### Cell classes on the final placement

Scale bar: 20 um. Fill, decap, tap and diode cells in gray.
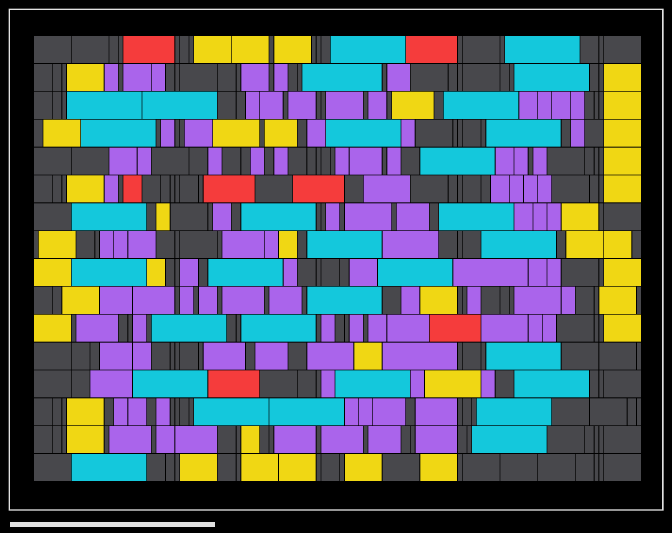
### Floorplan with the power grid

Pins as bars on the die edge.
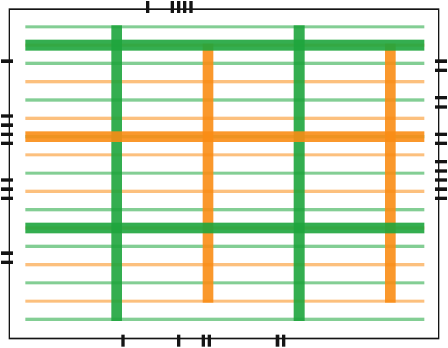
### Clock nets

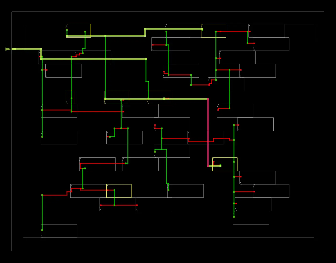
[src/rtl/serial_add_ctrl.sv]
// serial_add_ctrl: WIDTH-bit add via one reused 2-bit slice, LSB first; define SERIAL_ADD_SUB_EN for a - b
module serial_add_ctrl #(
  parameter int WIDTH = 8,
  localparam int CNT_W = $clog2(WIDTH/2) + 1
) (
  input  logic             clk,
  input  logic             rst,
  input  logic             start,
`ifdef SERIAL_ADD_SUB_EN
  input  logic             sub,
`endif
  input  logic [WIDTH-1:0] a,
  input  logic [WIDTH-1:0] b,
  input  logic             c_in,
  output logic             ready,
  output logic             busy,
  output logic             done,
  output logic [WIDTH-1:0] sum,
  output logic             c_out
);
  typedef enum logic [1:0] {IDLE, RUN, DONE} state_t;
  localparam logic [CNT_W-1:0] LAST = CNT_W'(WIDTH/2 - 1);
  if (WIDTH < 2 || WIDTH % 2 != 0) begin : g_bad_width
    $error("serial_add_ctrl: WIDTH must be even and >= 2");
  end
  state_t           state, nxt;
  logic [WIDTH-1:0] a_r, b_r, b_ld;
  logic             carry, c_ld, last;
  logic [CNT_W-1:0] cnt;
  logic [2:0]       s2;
`ifdef SERIAL_ADD_SUB_EN
  assign b_ld = sub ? ~b : b;
  assign c_ld = sub | c_in;
`else
  assign b_ld = b;
  assign c_ld = c_in;
`endif
  assign s2    = {1'b0, a_r[1:0]} + {1'b0, b_r[1:0]} + {2'b0, carry};
  assign last  = cnt == LAST;
  assign ready = state == IDLE;
  assign busy  = state == RUN;
  assign done  = state == DONE;
  always_comb begin
    nxt = state == IDLE ? (start ? RUN : IDLE) : state == RUN ? (last ? DONE : RUN) : IDLE;
  end
  always_ff @(posedge clk) begin
    state <= rst ? IDLE : nxt;
  end
  always_ff @(posedge clk) begin
    if (rst) begin
      a_r   <= '0;
      b_r   <= '0;
      carry <= 1'b0;
      cnt   <= '0;
      sum   <= '0;
      c_out <= 1'b0;
    end else if (ready && start) begin
      a_r   <= a;
      b_r   <= b_ld;
      carry <= c_ld;
      cnt   <= '0;
    end else if (busy) begin
      sum   <= {s2[1:0], sum[WIDTH-1:2]};
      carry <= s2[2];
      a_r   <= a_r >> 2;
      b_r   <= b_r >> 2;
      cnt   <= cnt + 1'b1;
      if (last) c_out <= s2[2];
    end
  end
endmodule

[config.mk]
export PLATFORM = sky130hd
export DESIGN_NAME = serial_add_ctrl
export DESIGN_NICKNAME = d
export VERILOG_FILES = /design/src/rtl/serial_add_ctrl.sv
export SDC_FILE = /design/constraint.sdc
export NUM_CORES = 1
export LEC_CHECK = 0
export CAP_MARGIN = 20
export CORE_ASPECT_RATIO = 0.75
export CORE_MARGIN = 2
export CORE_UTILIZATION = 50
export CTS_BUF_LIST = sky130_fd_sc_hd__clkbuf_8
export DETAILED_ROUTE_END_ITERATION = 8
export GPL_ROUTABILITY_DRIVEN = 0
export GPL_TIMING_DRIVEN = 0
export PLACE_DENSITY = 0.78
export SLEW_MARGIN = 20
export SYNTH_ARGS = -nofsm -noshare
export SYNTH_HDL_FRONTEND = slang
export SYNTH_SLANG_ARGS = --single-unit
[constraint.sdc]
create_clock -name clk -period 2.05 [get_ports clk]
set_clock_uncertainty 0.15 [all_clocks]
set_input_delay 0.41 -clock clk [delete_from_list [all_inputs] [get_ports clk]]
set_output_delay 0.41 -clock clk [all_outputs]
set_load 0.03 [all_outputs]
==> results.sh <==
# flow metrics
export IMPL_outcome="finished, final reports clean"
export IMPL_cellPowerDensity_mw_per_mm2=770.9
export IMPL_crit_start="state[1]"
export IMPL_async_reset_ff_share_pct=0
export IMPL_wl_um=2712
export IMPL_timing_fmax_ghz=0.5357
export IMPL_flop_cell="dfxtp_1"
export IMPL_aoi_share_pct=28.12
export IMPL_p_int_mw=1.017
export IMPL_top_cells_by_count="31 x dfxtp_1, 19 x inv_1, 14 x a21oi_1, 13 x nand2_1, 12 x nor2_1"
export IMPL_ys_types=26
export IMPL_endpoint_kind="output pin"
export IMPL_drc=0
export IMPL_ys_top_logic_family="AND-OR/OR-AND gates"
export IMPL_post_cts_resized=7
export IMPL_comb_share_pct=32.44
export IMPL_overflow=0
export IMPL_grt_pass1_wl_um=4595
export IMPL_placedCellCount=205
export IMPL_ctsHoldBuffers=0
export IMPL_port_buffers=31
export IMPL_fillers=211
export IMPL_dominant_cells="sequential cells"
export IMPL_cts_tree="built"
export IMPL_finalClockPeriodUsage_pct=91.06
export IMPL_clock_sinks=31
export IMPL_cp_arrival_ns=1.31
export IMPL_grt_busiest_layer="met2"
export IMPL_path_max_fanout=19
export IMPL_leakage_nw=0.6624
export IMPL_worst_path_stages=4
export IMPL_min_path_cells=2
export IMPL_r2r_setup_slack_ns=0.27
export IMPL_warnings=26
export IMPL_inv_count=20
export IMPL_r2r_cells=5
export IMPL_largest_area_cell="dfxtp_1"
export IMPL_cpPeakStageDelay_ns=0.36
export IMPL_path_cells="nand2b_1 -> buf_6 -> inv_6 -> clkbuf_4"
export IMPL_pwr_share_seq_pct=48.7
export IMPL_worst_hold_path_type="reg -> reg"
export IMPL_final_cell_area_mm2=0.001770
export IMPL_synth_most_common_cell="dfxtp_1"
export IMPL_cp_start_kind="register"
export IMPL_area_leaders="dfxtp_1 46%, o221a_2 5.9%, inv_1 5.3%"
export IMPL_synth_seq_area_share_pct=46.49
export IMPL_worst_slack_ns=0.1833
export IMPL_cts_made_buffers=5
export IMPL_met2_usage_pct=32.81
export IMPL_n_all_buffers=38
export IMPL_mi_logic_area_um2=574.3
export IMPL_first_pass_iters=4
export IMPL_netlist_area_leader_share_pct=46.49
export IMPL_swShare_pct=25.50
export IMPL_seq_area_share_pct=35.12
export IMPL_met3_length_um=139
export IMPL_n_clock_buffer=6
export IMPL_r2r_start="a_r[0]"
export IMPL_finalSetupViolCount=0
export IMPL_cts_setup_buffers=0
export IMPL_adder_share_pct=4.873
export IMPL_io_pins=32
export IMPL_placed_area_mm2=0.001690
export IMPL_ys_ff=31
export IMPL_crit_slowest_cell="dfxtp_1"
export IMPL_timing_rr_end="carry"
export IMPL_edf_count=0
export IMPL_chip_area_mm2=0.003104
export IMPL_path_buffers=3
export IMPL_slew_headroom_pct=64.50
export IMPL_pre_cts_ws_ns=-0.1422
export IMPL_ys_chip_area_mm2=0.001335
export IMPL_tap_cell_count=36
export IMPL_dp_hpwl_um=2063
export IMPL_simple_gate_share_pct=9.278
export IMPL_highest_layer="met4"
export IMPL_clock_latency_ns=0.28
export IMPL_clockRootBuffer="clkbuf_8"
export IMPL_whs_ns=0.3062
export IMPL_p_comb_share_pct=16.7
export IMPL_n_antenna_cell=0
export IMPL_clkTransAtPathRegs_ns=0.06
export IMPL_grtUsageMet1_pct=22.47
export IMPL_htreeDepth=2
export IMPL_lay_top_cells="30 x dfxtp_1, 28 x clkdlybuf4s50_1, 19 x inv_1, 14 x a21oi_1, 13 x nand2_1"
export IMPL_synth_nets=162
-- 'Cell classes on the final placement' (at the start) --
sequential cells: in cyan, cells 31, share of their area 36%. clock drivers and dummy loads: in red, cells 7, share of their area 5.1%. combinational and other logic: in purple, cells 99, share of their area 38%. remaining buffers and delay cells: in yellow, cells 38, share of their area 21%.
core area: 0.002582 mm^2
row cnt: 16

-- 'Floorplan with the power grid' (at the start) --
VSS: in green. VDD: in orange.
The core has 16 rows. 17 met1 rails follow the rows. 4 straps on met4.
Peak VDD IR: 0.4673 mV
Chip Height: 48.75 um
Chip Width: 63.67 um

-- 'Clock nets' (at the start) --
registers: 31
Clock group: 0.472 mW

No activity file was given, so power comes from the tool's default toggle rates.
